===== src/rtl/load_store_unit.sv =====
// Load/store unit: turns one execute-stage request into one or two word-aligned
// memory accesses, with store lane steering and load merge/extension.
module load_store_unit #(
    parameter int N = 32
) (
    input  logic         i_clk,
    input  logic         i_arst_n,
    input  logic         i_req_valid,
    output logic         o_req_ready,
    input  logic         i_req_we,
    input  logic [2:0]   i_mem_type,
    input  logic [N-1:0] i_addr,
    input  logic [N-1:0] i_wdata,
    output logic         o_rsp_valid,
    output logic [N-1:0] o_rsp_rdata,
    output logic         o_rsp_err,
    output logic         o_mem_we,
    output logic         o_mem_re,
    output logic [N-1:0] o_mem_addr,
    output logic [N-1:0] o_mem_wdata,
    output logic [3:0]   o_mem_wstrb,
    input  logic [N-1:0] i_mem_rdata
);

    typedef enum logic [1:0] {IDLE, ACC0, ACC1, RESP} state_t;

    // Handshake: a request is taken on a rising edge where i_req_valid and
    // o_req_ready are both high; o_rsp_valid is a single-cycle completion pulse.
    state_t         state;
    logic           we_q;
    logic [2:0]     type_q;
    logic [N-1:0]   addr_q;
    logic [N-1:0]   wdata_q;
    logic [N-1:0]   lo_q;

    logic [2*N-1:0] in_data;
    logic [7:0]     in_mask;
    logic [2*N-1:0] q_data;
    logic [7:0]     q_mask;
    logic [N-1:0]   ld_single;
    logic [N-1:0]   ld_double;

    function automatic logic is_legal(input logic we, input logic [2:0] t);
        case (t)
            3'b000, 3'b001, 3'b010: is_legal = 1'b1;
            3'b100, 3'b101:         is_legal = !we;
            default:                is_legal = 1'b0;
        endcase
    endfunction

    function automatic logic [7:0] base_mask(input logic [2:0] t);
        case (t[1:0])
            2'b00:   base_mask = 8'h01;
            2'b01:   base_mask = 8'h03;
            default: base_mask = 8'h0F;
        endcase
    endfunction

    // An access crosses into the next word when offset + size exceeds 4 bytes.
    function automatic logic crosses(input logic [2:0] t, input logic [1:0] off);
        case (t[1:0])
            2'b00:   crosses = 1'b0;
            2'b01:   crosses = (off == 2'd3);
            default: crosses = (off != 2'd0);
        endcase
    endfunction

    function automatic logic [N-1:0] assemble(input logic [2:0] t, input logic [1:0] off,
                                              input logic [N-1:0] hi, input logic [N-1:0] lo);
        logic [2*N-1:0] win;
        win = {hi, lo} >> {off, 3'b000};
        case (t)
            3'b000:  assemble = {{24{win[7]}}, win[7:0]};
            3'b001:  assemble = {{16{win[15]}}, win[15:0]};
            3'b100:  assemble = {24'h0, win[7:0]};
            3'b101:  assemble = {16'h0, win[15:0]};
            default: assemble = win[31:0];
        endcase
    endfunction

    assign in_data   = {{N{1'b0}}, i_wdata} << {i_addr[1:0], 3'b000};
    assign in_mask   = base_mask(i_mem_type) << i_addr[1:0];
    assign q_data    = {{N{1'b0}}, wdata_q} << {addr_q[1:0], 3'b000};
    assign q_mask    = base_mask(type_q) << addr_q[1:0];
    assign ld_single = assemble(type_q, addr_q[1:0], {N{1'b0}}, i_mem_rdata);
    assign ld_double = assemble(type_q, addr_q[1:0], i_mem_rdata, lo_q);

    always_ff @(posedge i_clk) begin
        if (!i_arst_n) begin
            state       <= IDLE;
            we_q        <= 1'b0;
            type_q      <= 3'b000;
            addr_q      <= '0;
            wdata_q     <= '0;
            lo_q        <= '0;
            o_req_ready <= 1'b1;
            o_rsp_valid <= 1'b0;
            o_rsp_rdata <= '0;
            o_rsp_err   <= 1'b0;
            o_mem_we    <= 1'b0;
            o_mem_re    <= 1'b0;
            o_mem_addr  <= '0;
            o_mem_wdata <= '0;
            o_mem_wstrb <= 4'b0000;
        end else begin
            case (state)
                IDLE: begin
                    if (i_req_valid) begin
                        we_q        <= i_req_we;
                        type_q      <= i_mem_type;
                        addr_q      <= i_addr;
                        wdata_q     <= i_wdata;
                        o_req_ready <= 1'b0;
                        if (!is_legal(i_req_we, i_mem_type)) begin
                            state       <= RESP;
                            o_rsp_valid <= 1'b1;
                            o_rsp_err   <= 1'b1;
                            o_rsp_rdata <= '0;
                        end else begin
                            // First access is presented straight off the accept edge.
                            state       <= ACC0;
                            o_mem_we    <= i_req_we;
                            o_mem_re    <= !i_req_we;
                            o_mem_addr  <= {i_addr[N-1:2], 2'b00};
                            o_mem_wdata <= i_req_we ? in_data[N-1:0] : '0;
                            o_mem_wstrb <= i_req_we ? in_mask[3:0] : 4'b0000;
                        end
                    end
                end
                ACC0: begin
                    if (!we_q) lo_q <= i_mem_rdata;
                    if (crosses(type_q, addr_q[1:0])) begin
                        state       <= ACC1;
                        o_mem_addr  <= o_mem_addr + 32'd4;
                        o_mem_wdata <= we_q ? q_data[2*N-1:N] : '0;
                        o_mem_wstrb <= we_q ? q_mask[7:4] : 4'b0000;
                    end else begin
                        state       <= RESP;
                        o_mem_we    <= 1'b0;
                        o_mem_re    <= 1'b0;
                        o_mem_addr  <= '0;
                        o_mem_wdata <= '0;
                        o_mem_wstrb <= 4'b0000;
                        o_rsp_valid <= 1'b1;
                        o_rsp_rdata <= we_q ? '0 : ld_single;
                    end
                end
                ACC1: begin
                    state       <= RESP;
                    o_mem_we    <= 1'b0;
                    o_mem_re    <= 1'b0;
                    o_mem_addr  <= '0;
                    o_mem_wdata <= '0;
                    o_mem_wstrb <= 4'b0000;
                    o_rsp_valid <= 1'b1;
                    o_rsp_rdata <= we_q ? '0 : ld_double;
                end
                RESP: begin
                    state       <= IDLE;
                    o_rsp_valid <= 1'b0;
                    o_rsp_rdata <= '0;
                    o_rsp_err   <= 1'b0;
                    o_req_ready <= 1'b1;
                end
                default: state <= IDLE;
            endcase
        end
    end

endmodule


===== config.mk =====
export PLATFORM = sky130hd
export DESIGN_NAME = load_store_unit
export DESIGN_NICKNAME = d
export VERILOG_FILES = /design/src/rtl/load_store_unit.sv
export SDC_FILE = /design/constraint.sdc
export NUM_CORES = 1
export LEC_CHECK = 0
export CAP_MARGIN = 10
export CELL_PAD_IN_SITES_DETAIL_PLACEMENT = 0
export CELL_PAD_IN_SITES_GLOBAL_PLACEMENT = 1
export CORE_MARGIN = 2
export CORE_UTILIZATION = 28
export DETAILED_ROUTE_END_ITERATION = 8
export PLACE_DENSITY_LB_ADDON = 0.1
export SYNTH_ARGS = -nofsm -noshare
export SYNTH_HDL_FRONTEND = slang
export SYNTH_SLANG_ARGS = --single-unit
export TNS_END_PERCENT = 5

===== constraint.sdc =====
create_clock -name i_clk -period 2 [get_ports i_clk]
set_clock_uncertainty 0.05 [all_clocks]
set_input_delay 0.4 -clock i_clk [delete_from_list [all_inputs] [get_ports i_clk]]
set_output_delay 0.4 -clock i_clk [all_outputs]
set_load 0.01 [all_outputs]

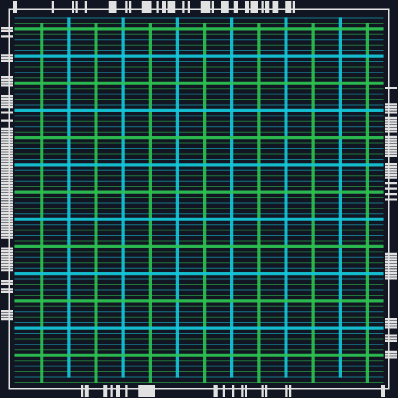
Figure 1: run 1, supply network.
(2 px per um) Pins as bars on the die edge.
- cyan: VDD
- green: VSS
- signal pins: 208
- rows: 67
- met1 rails: 68

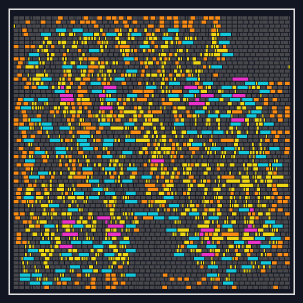
Figure 2: run 1, cells colored by class.
(1.5 px per um) Fill, decap, tap and diode cells in gray.
- cyan: registers (cells 167; share of their area 24%)
- yellow: remaining logic cells (cells 931; share of their area 43%)
- magenta: clock drivers and dummy loads (cells 29; share of their area 4.4%)
- orange: remaining buffers and delay cells (cells 401; share of their area 28%)

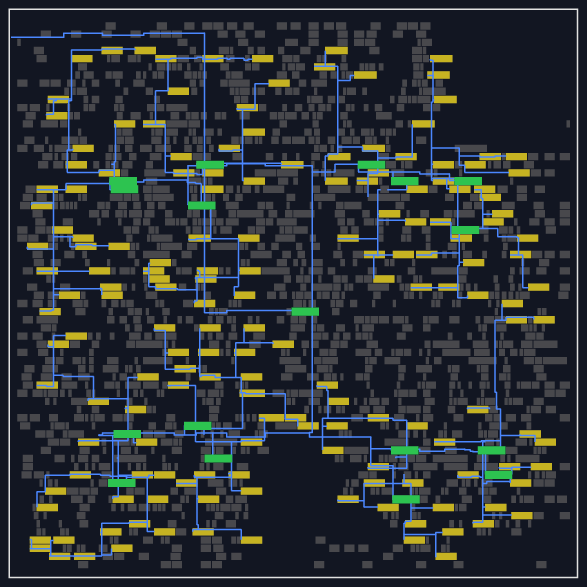
Figure 3: run 1, clock wires, drivers and flops.
(3 px per um)
- blue: clock wires (length 2,630 um)
- yellow: flip-flops (count 167)
- green: clock-net drivers (count 17)
- flops lie: spread over the die
- routed clock nets: 18
clock share of power: 18.9%
Clk power: 3.61 mW

==> impl_metrics.json, run 1 <==
{
  "r2r_start": "state[0]",
  "met1_length_mm": 18.2,
  "cts-root-buf": "clkbuf_16",
  "place_ws_ns": -0.436,
  "top_metal_layer_carrying_routed_signals": "met4",
  "inserted_clock_buffers": 17,
  "fp.coreArea_um2": 33600,
  "grt_pass1_wl_mm": 60.9,
  "die-area_um2": 35700,
  "grt_start_max_net_pins": 70,
  "power_leakage_nw": 5.37,
  "clk_pin_slew_ns": 0.07,
  "finalMaxSlewViolations": 0,
  "top_area_cell_class": "multi-input combinational cells",
  "crit_path_top_delay_cell": "dfxtp_2",
  "end_kind": "flop",
  "clk_latency_ns": 0.45,
  "pg_seq_mw": 5.04,
  "routed-via-count": 10300,
  "max_slew.worst_pin.slew_ns": 0.676,
  "cts_htree_levels": 4,
  "min_period_over_period_pct": 98.8,
  "syn_inst": 1200,
  "nonClockBufferCount": 401,
  "max-cap-violations": 0,
  "post-synth-top-area-cell": "dfxtp_1",
  "number_of_antenna_violations_at_the_first_check_in_global_routing": 0,
  "hold_class": "reg2reg",
  "worst_hold_path.num_cells": 2,
  "insertedDiodeCount": 0,
  "finish.instance_area_um2": 14500,
  "post-layout-total-power_mw": 19.1,
  "power.net_switching_mw": 7.66,
  "clock_cell_share_of_area_pct": 4.22,
  "critical_path.startpoint_type": "flop",
  "taps": 448,
  "achievable_freq_mhz": 506,
  "top_cells_by_count": "223 x nand2_1, 167 x dfxtp_1, 135 x a21oi_1",
  "seq_cells": 167,
  "globalplace.congestion": 0.842,
  "globalRoute.busiestLayer": "met2",
  "dominant_power_group": "combinational logic",
  "power.switching_fraction_pct": 40.2,
  "ys_top_logic_family": "AND-OR/OR-AND gates",
  "met3_capacity_usage_during_global_routing_pct": 4.49,
  "cts_tree": "done",
  "initCoreUtil_pct": 28.5,
  "reg2reg_to": "o_mem_addr[19]",
  "final-instance-count-excl-fill": 1976,
  "setup_repair_after_global_routing_missed_its_margin": "true",
  "gr-usage-all-layers_pct": 22.3,
  "critical_path_class": "reg2reg",
  "ir_drop_v": 0.000787,
  "grt.met1_usage_pct": 28.5,
  "cts-hold-fix-buffers": 0,
  "n_multi_input_combinational_cell": 915,
  "remaining_drc_errors": 0,
  "setup-tns-final_ns": 0,
  "yosys_stat_area_um2": 9580,
  "worstPathRequired_ns": 2.31,
  "tritoncts_num_sinks": 167,
  "post_cts_resize_count": 22,
  "post-synth-top-area-fraction_pct": 34.9,
  "yosys.cell_types.count": 78,
  "final_layout_size_suffix_gt1_share_pct": 23.2,
  "via_per_inst": 5.21,
  "top_ff_cell_synth": "dfxtp_1",
  "crit_path_max_incr_delay_ns": 0.34,
  "fraction_of_standard_cell_area_in_multi_input_logic_pct": 41.2,
  "layout.non_clock_inverters": 16,
  "multiplexer_area_fraction_after_synthesis_pct": 12.2,
  "worst-path-buf-inv": 5,
  "cell_breakdown_of_the_critical_path": "inv_1 -> ha_4 -> mux2i_1 -> buf_4 -> a21oi_4 -> buf_8 -> buf_12 -> buf_12 -> a21oi_1 -> a311oi_1",
  "final-setup-viol-count": 0,
  "post_drt_wl_per_cell_um": 20.4,
  "detailroute.wirelength.met2_mm": 19.5,
  "port-buffer-count": 205,
  "critPathLaunch": "state[0]",
  "remaining_antenna_violation_count_after_routing": 0,
  "min-delay-start": "wdata_q[15]",
  "placed_cells_incl_taps": 1928,
  "layout_top_cells_excl_fill_tap": "222 x nand2_1, 204 x clkdlybuf4s50_1, 158 x buf_4, 151 x dfxtp_1, 133 x a21oi_1",
  "cellPowerDensity_nw_per_um2": 1310,
  "dp.final_hpwl_mm": 29.6,
  "path_max_fanout": 5,
  "layout-area-overhead-vs-synth_pct": 51.8,
  "holdPathEnd": "wdata_q[15]",
  "timing.critical_path.max_delay_family": "buffers and inverters",
  "area_share_nonclk_buffers_pct": 27.1,
  "layout.area.comb_um2": 5990,
  "postSynthAreaPerCell_um2": 7.98,
  "wl_met3_mm": 1.85,
  "whs_ns": 0.406,
  "synth.yosys.seq_area_share_pct": 34.9,
  "simple_gate_area_share_pct": 19.8,
  "layout_top_cell_excl_fill_tap": "nand2_1",
  "xor_share_pct": 0,
  "biggestRegsByFlops": "lo_q x32, o_mem_wdata x32, o_rsp_rdata x32",
  "power.internal_mw": 11.4,
  "cts-root-to-sink-buffers": 2,
  "postSynthRegisterBits": 167,
  "drt-total-wl_mm": 40.4,
  "timing_hold_violations_final": 0,
  "crit_path_frequent_cell": "buf_12",
  "yosysWarnings": 0,
  "placedInstanceArea_um2": 13300,
  "drt_pass1_iterations": 5,
  "nClkBuffers": 19,
  "power.share.sequential_pct": 26.4,
  "crit_end": "o_mem_addr[19]",
  "layout_setup_ws_ns": 0.0248,
  "first_global_vias": 10100,
  "adder_share_pct": 0.784,
  "core_rows": 67,
  "r2r_cells": 10,
  "synthAoiAreaFrac_pct": 26.6,
  "synth.cell_area_um2": 9580,
  "die_height_um": 189,
  "final_core_util_pct": 43.2,
  "seq_share_pct": 23.2,
  "drt-initial-drc-count": 511,
  "worst-endpoint-arrival_ns": 2.29,
  "fill_cell_count": 3400,
  "outcome": "complete, no violations",
  "chipWidth_um": 189,
  "log.warning_count": 33,
  "most_common_cell": "nand2_1",
  "ys_top_cells_by_area": "dfxtp_1 35%, nand2_1 8.7%, a21oi_1 7.1%",
  "ys_cells": 1200
}
Figure 4. Cell outlines without signal wires (run 1).
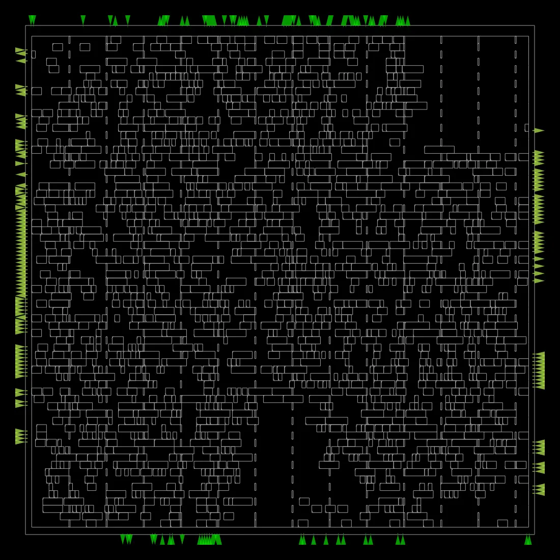

## Run 2: what changed since run 1
--- a/config.mk
+++ b/config.mk
@@ -8,7 +8,6 @@
 export CAP_MARGIN = 10
 export CELL_PAD_IN_SITES_DETAIL_PLACEMENT = 0
 export CELL_PAD_IN_SITES_GLOBAL_PLACEMENT = 1
-export CORE_MARGIN = 2
 export CORE_UTILIZATION = 28
 export DETAILED_ROUTE_END_ITERATION = 8
 export PLACE_DENSITY_LB_ADDON = 0.1
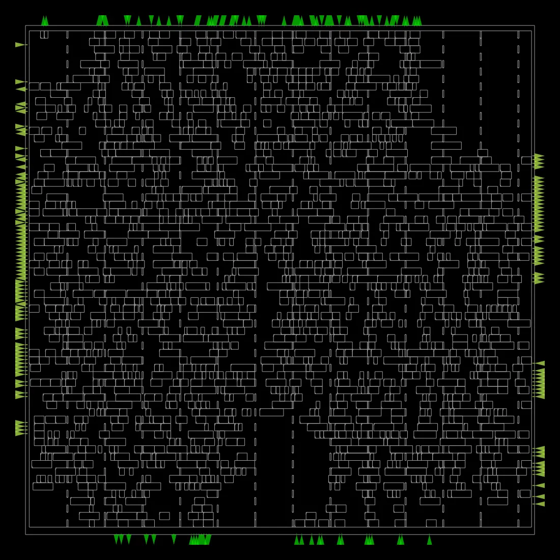
Figure 5: run 2, cell outlines without signal wires.
FF+latch count: 167
core area: 33,600 um2

==> run 2 against run 1 <==
Against the previous run: the flow now finishes with violations (negative setup slack); global-route usage about the same; non-clock buffer count increased by 14; first-iteration DRC count increased by 2.9%; register-to-register slack worse by 0.05 ns; combinational power decreased by 5%; maximum frequency shrank 2.5%; clock power is 3% lower; synthesized cell count stayed put.
==> impl_metrics.json, run 2 <==
{
  "outcome": "complete, but fails checks",
  "violations": "negative setup slack",
  "drt_pass1_iterations": 5,
  "hold_class": "reg2reg",
  "end_kind": "flop",
  "layout_setup_ws_ns": -0.0259,
  "ir_drop_v": 0.000812,
  "fraction_of_standard_cell_area_in_multi_input_logic_pct": 41.4,
  "via_per_inst": 5.18,
  "max-cap-violations": 0,
  "layout_top_cell_excl_fill_tap": "nand2_1",
  "holdPathEnd": "lo_q[2]",
  "cts_htree_levels": 4,
  "achievable_freq_mhz": 494,
  "layout.area.comb_um2": 6020,
  "pg_seq_mw": 5.02,
  "biggestRegsByFlops": "lo_q x32, o_mem_wdata x32, o_rsp_rdata x32",
  "xor_share_pct": 0,
  "cts-hold-fix-buffers": 0,
  "nClkBuffers": 19,
  "top_ff_cell_synth": "dfxtp_1",
  "r2r_cells": 11,
  "critPathLaunch": "state[1]",
  "drt-total-wl_mm": 39.2,
  "grt_start_max_net_pins": 33,
  "clock_cell_share_of_area_pct": 4.15,
  "postSynthAreaPerCell_um2": 7.98,
  "chipWidth_um": 187,
  "timing.critical_path.max_delay_family": "AND-OR/OR-AND gates",
  "synth.cell_area_um2": 9580,
  "layout_top_cells_excl_fill_tap": "223 x nand2_1, 205 x clkdlybuf4s50_1, 181 x buf_4, 152 x dfxtp_1, 131 x a21oi_1",
  "insertedDiodeCount": 1,
  "cts-root-to-sink-buffers": 2,
  "syn_inst": 1200,
  "clock_power_share_pct": 18.9,
  "tritoncts_num_sinks": 167,
  "post_cts_resize_count": 27,
  "area_share_nonclk_buffers_pct": 27.0,
  "final_layout_size_suffix_gt1_share_pct": 24.3,
  "synthAoiAreaFrac_pct": 26.6,
  "path_max_fanout": 7,
  "reg2reg_to": "o_rsp_rdata[26]",
  "final-setup-viol-count": 5,
  "setup-tns-final_ns": -0.0576,
  "whs_ns": 0.406,
  "number_of_antenna_violations_at_the_first_check_in_global_routing": 2,
  "n_multi_input_combinational_cell": 915,
  "placedInstanceArea_um2": 13500,
  "gr-usage-all-layers_pct": 22.2,
  "inserted_clock_buffers": 17,
  "met1_length_mm": 17.6,
  "crit_path_max_incr_delay_ns": 0.32,
  "crit_path_top_delay_cell": "dfxtp_2",
  "post_drt_wl_per_cell_um": 19.7,
  "power_leakage_nw": 5.41,
  "clk_pin_slew_ns": 0.07,
  "min_period_over_period_pct": 101,
  "cts-root-buf": "clkbuf_16",
  "layout.non_clock_inverters": 16,
  "synth.yosys.seq_area_share_pct": 34.9,
  "drt-initial-drc-count": 526,
  "post-layout-total-power_mw": 18.4,
  "timing_hold_violations_final": 0,
  "critical_path.startpoint_type": "flop",
  "placed_cells_incl_taps": 1955,
  "power.net_switching_mw": 7.46,
  "adder_share_pct": 0.784,
  "post-synth-top-area-cell": "dfxtp_1",
  "setup_repair_after_global_routing_missed_its_margin": "true",
  "min-delay-start": "lo_q[2]",
  "yosysWarnings": 0,
  "worst-path-buf-inv": 5,
  "met3_capacity_usage_during_global_routing_pct": 4.78,
  "die-area_um2": 34900
}
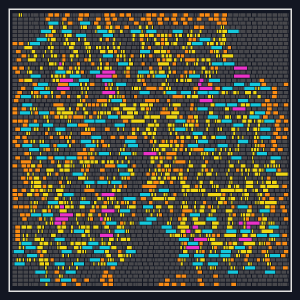
Figure 6: run 2, cells colored by class.
(1.5 px per um) Fill, decap, tap and diode cells in gray.
- yellow: remaining logic cells (cells 931; share of their area 43%)
- orange: remaining buffers and delay cells (cells 415; share of their area 28%)
- magenta: clock drivers and dummy loads (cells 31; share of their area 4.3%)
- cyan: registers (cells 167; share of their area 24%)
design area: 14,500 um2
Core Rows: 67

Figure 7. Clock wires, drivers and flops (run 2).
(3 px per um)
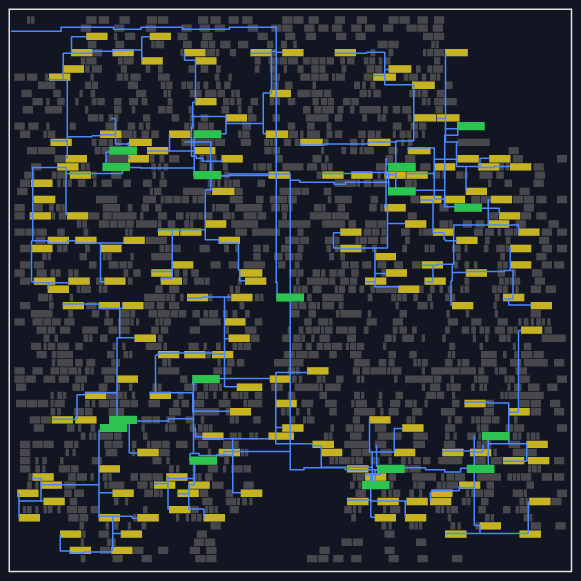

## Run 3: what changed since run 2
--- a/config.mk
+++ b/config.mk
@@ -8,6 +8,7 @@
 export CAP_MARGIN = 10
 export CELL_PAD_IN_SITES_DETAIL_PLACEMENT = 0
 export CELL_PAD_IN_SITES_GLOBAL_PLACEMENT = 1
+export CORE_MARGIN = 3
 export CORE_UTILIZATION = 28
 export DETAILED_ROUTE_END_ITERATION = 8
 export PLACE_DENSITY_LB_ADDON = 0.1
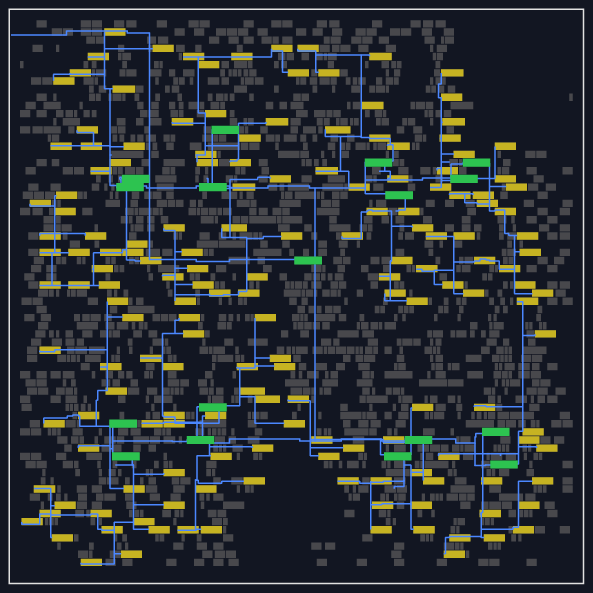
Figure 8: run 3, clock wires, drivers and flops.
(3 px per um)
- green: clock-net drivers (count 17)
- blue: clock wires (length 2,610 um)
- yellow: flip-flops (count 167)
- routed clock nets: 18
- flops lie: spread over the die
Clk power: 3.54 mW
clk ins delay skew pair: 0.44 ns
clock share of power: 19.5%

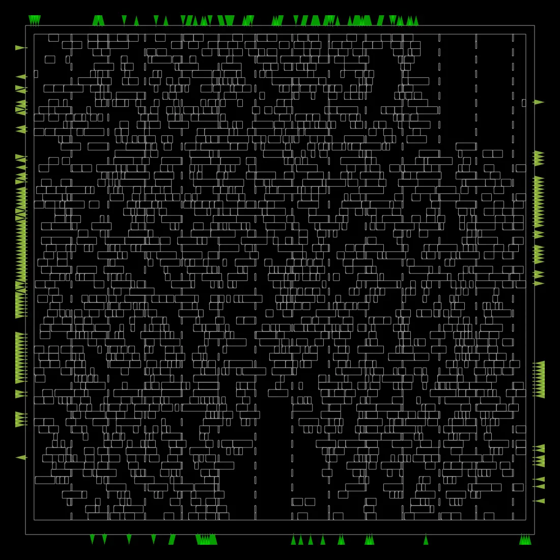
Figure 9: run 3, cell outlines without signal wires.
number of non-filler instances in the completed layout: 1,977
number of tap cells added at floorplan: 448
Seq area share: 23.6%

==> run 3 against run 2 <==
Against the previous run: the run now ends clean; routed wire length rose by 2.2%; combinational power shrank 3.8%; power down 1.7%; sequential share of layout area grew 0.44 points; synthesized cell count did not move; synthesized area unchanged; sequential power barely moved; worst hold slack improved by 0.0021 ns; critical path depth down 4; clock-buffer cell count is the same; first-iteration DRC count grew 16%; critical path type unchanged.
==> impl_metrics.json, run 3 <==
{
  "fp.coreArea_um2": 33600,
  "ys_cells": 1200,
  "reg2reg_to": "o_mem_addr[7]",
  "log.warning_count": 33,
  "top_ff_cell_synth": "dfxtp_1",
  "post-synth-top-area-cell": "dfxtp_1",
  "number_of_antenna_violations_at_the_first_check_in_global_routing": 0,
  "adder_share_pct": 0.784,
  "min-delay-start": "wdata_q[14]",
  "holdPathEnd": "wdata_q[14]",
  "nClkBuffers": 19,
  "layout-area-overhead-vs-synth_pct": 49.1,
  "final-setup-viol-count": 0,
  "tritoncts_num_sinks": 167,
  "n_multi_input_combinational_cell": 915,
  "met3_capacity_usage_during_global_routing_pct": 4.29,
  "pg_seq_mw": 5.04,
  "insertedDiodeCount": 0,
  "chipWidth_um": 191,
  "core_rows": 67,
  "multiplexer_area_fraction_after_synthesis_pct": 12.2,
  "synthAoiAreaFrac_pct": 26.6,
  "cts_tree": "done",
  "path_max_fanout": 10,
  "critical_path.startpoint_type": "flop",
  "outcome": "complete, no violations",
  "timing_hold_violations_final": 0,
  "post_cts_resize_count": 18,
  "met1_length_mm": 18.2,
  "max_slew_margin_vs_limit_pct": 63.5,
  "synth.cell_area_um2": 9580,
  "finalMaxSlewViolations": 0,
  "post_drt_wl_per_cell_um": 20.3,
  "worst-path-buf-inv": 2,
  "clock_cell_share_of_area_pct": 4.28,
  "hold_class": "reg2reg",
  "crit_path_top_delay_cell": "o21ai_2",
  "cell_breakdown_of_the_critical_path": "buf_4 -> o21a_2 -> o21ai_2 -> buf_12 -> o21ai_0 -> a2bb2oi_1 -> nor2_1",
  "max-cap-violations": 0,
  "layout.non_clock_inverters": 16,
  "cts_htree_levels": 4,
  "drt-initial-drc-count": 611,
  "xor_share_pct": 0,
  "power.net_switching_mw": 7.46,
  "layout_top_cell_excl_fill_tap": "nand2_1",
  "r2r_cells": 7,
  "clk_pin_slew_ns": 0.07,
  "placed_cells_incl_taps": 1939,
  "achievable_freq_mhz": 512,
  "postSynthAreaPerCell_um2": 7.98,
  "final_layout_size_suffix_gt1_share_pct": 22.6,
  "yosysWarnings": 0,
  "dp.final_hpwl_mm": 29.8,
  "whs_ns": 0.408,
  "finish.instance_area_um2": 14300,
  "ir_drop_v": 0.000700,
  "inserted_clock_buffers": 17,
  "yosys.cell_types.count": 78,
  "layout_setup_ws_ns": 0.0453,
  "cts-root-buf": "clkbuf_16",
  "power.share.sequential_pct": 27.8,
  "cts-root-to-sink-buffers": 2,
  "comb_power_share_pct": 52.7,
  "layout_top_cells_excl_fill_tap": "222 x nand2_1, 204 x clkdlybuf4s50_1, 173 x buf_4, 153 x dfxtp_1, 133 x a21oi_1",
  "edf_count": 0,
  "area_share_nonclk_buffers_pct": 26.2,
  "postSynthRegisterBits": 167,
  "setup_repair_after_global_routing_missed_its_margin": "true",
  "timing.critical_path.max_delay_family": "AND-OR/OR-AND gates",
  "layout.area.comb_um2": 5940,
  "globalRoute.busiestLayer": "met2",
  "r2r_start": "addr_q[1]",
  "setup-tns-final_ns": 0,
  "post-layout-total-power_mw": 18.1,
  "power_leakage_nw": 5.28,
  "fraction_of_standard_cell_area_in_multi_input_logic_pct": 41.6,
  "die-area_um2": 36500,
  "syn_inst": 1200,
  "drt-total-wl_mm": 40.1,
  "cts-hold-fix-buffers": 0,
  "grt_start_max_net_pins": 83,
  "grt_pass1_wl_mm": 60.5,
  "placedInstanceArea_um2": 13300,
  "biggestRegsByFlops": "lo_q x32, o_mem_wdata x32, o_rsp_rdata x32",
  "critPathLaunch": "addr_q[1]",
  "gr-usage-all-layers_pct": 21.5,
  "crit_path_max_incr_delay_ns": 0.41,
  "synth.yosys.seq_area_share_pct": 34.9,
  "min_period_over_period_pct": 97.7,
  "drt_pass1_iterations": 5,
  "end_kind": "flop",
  "via_per_inst": 5.18,
  "seq_cells": 167
}
Power figures rest on the tool's default switching activity, not on a simulated workload.
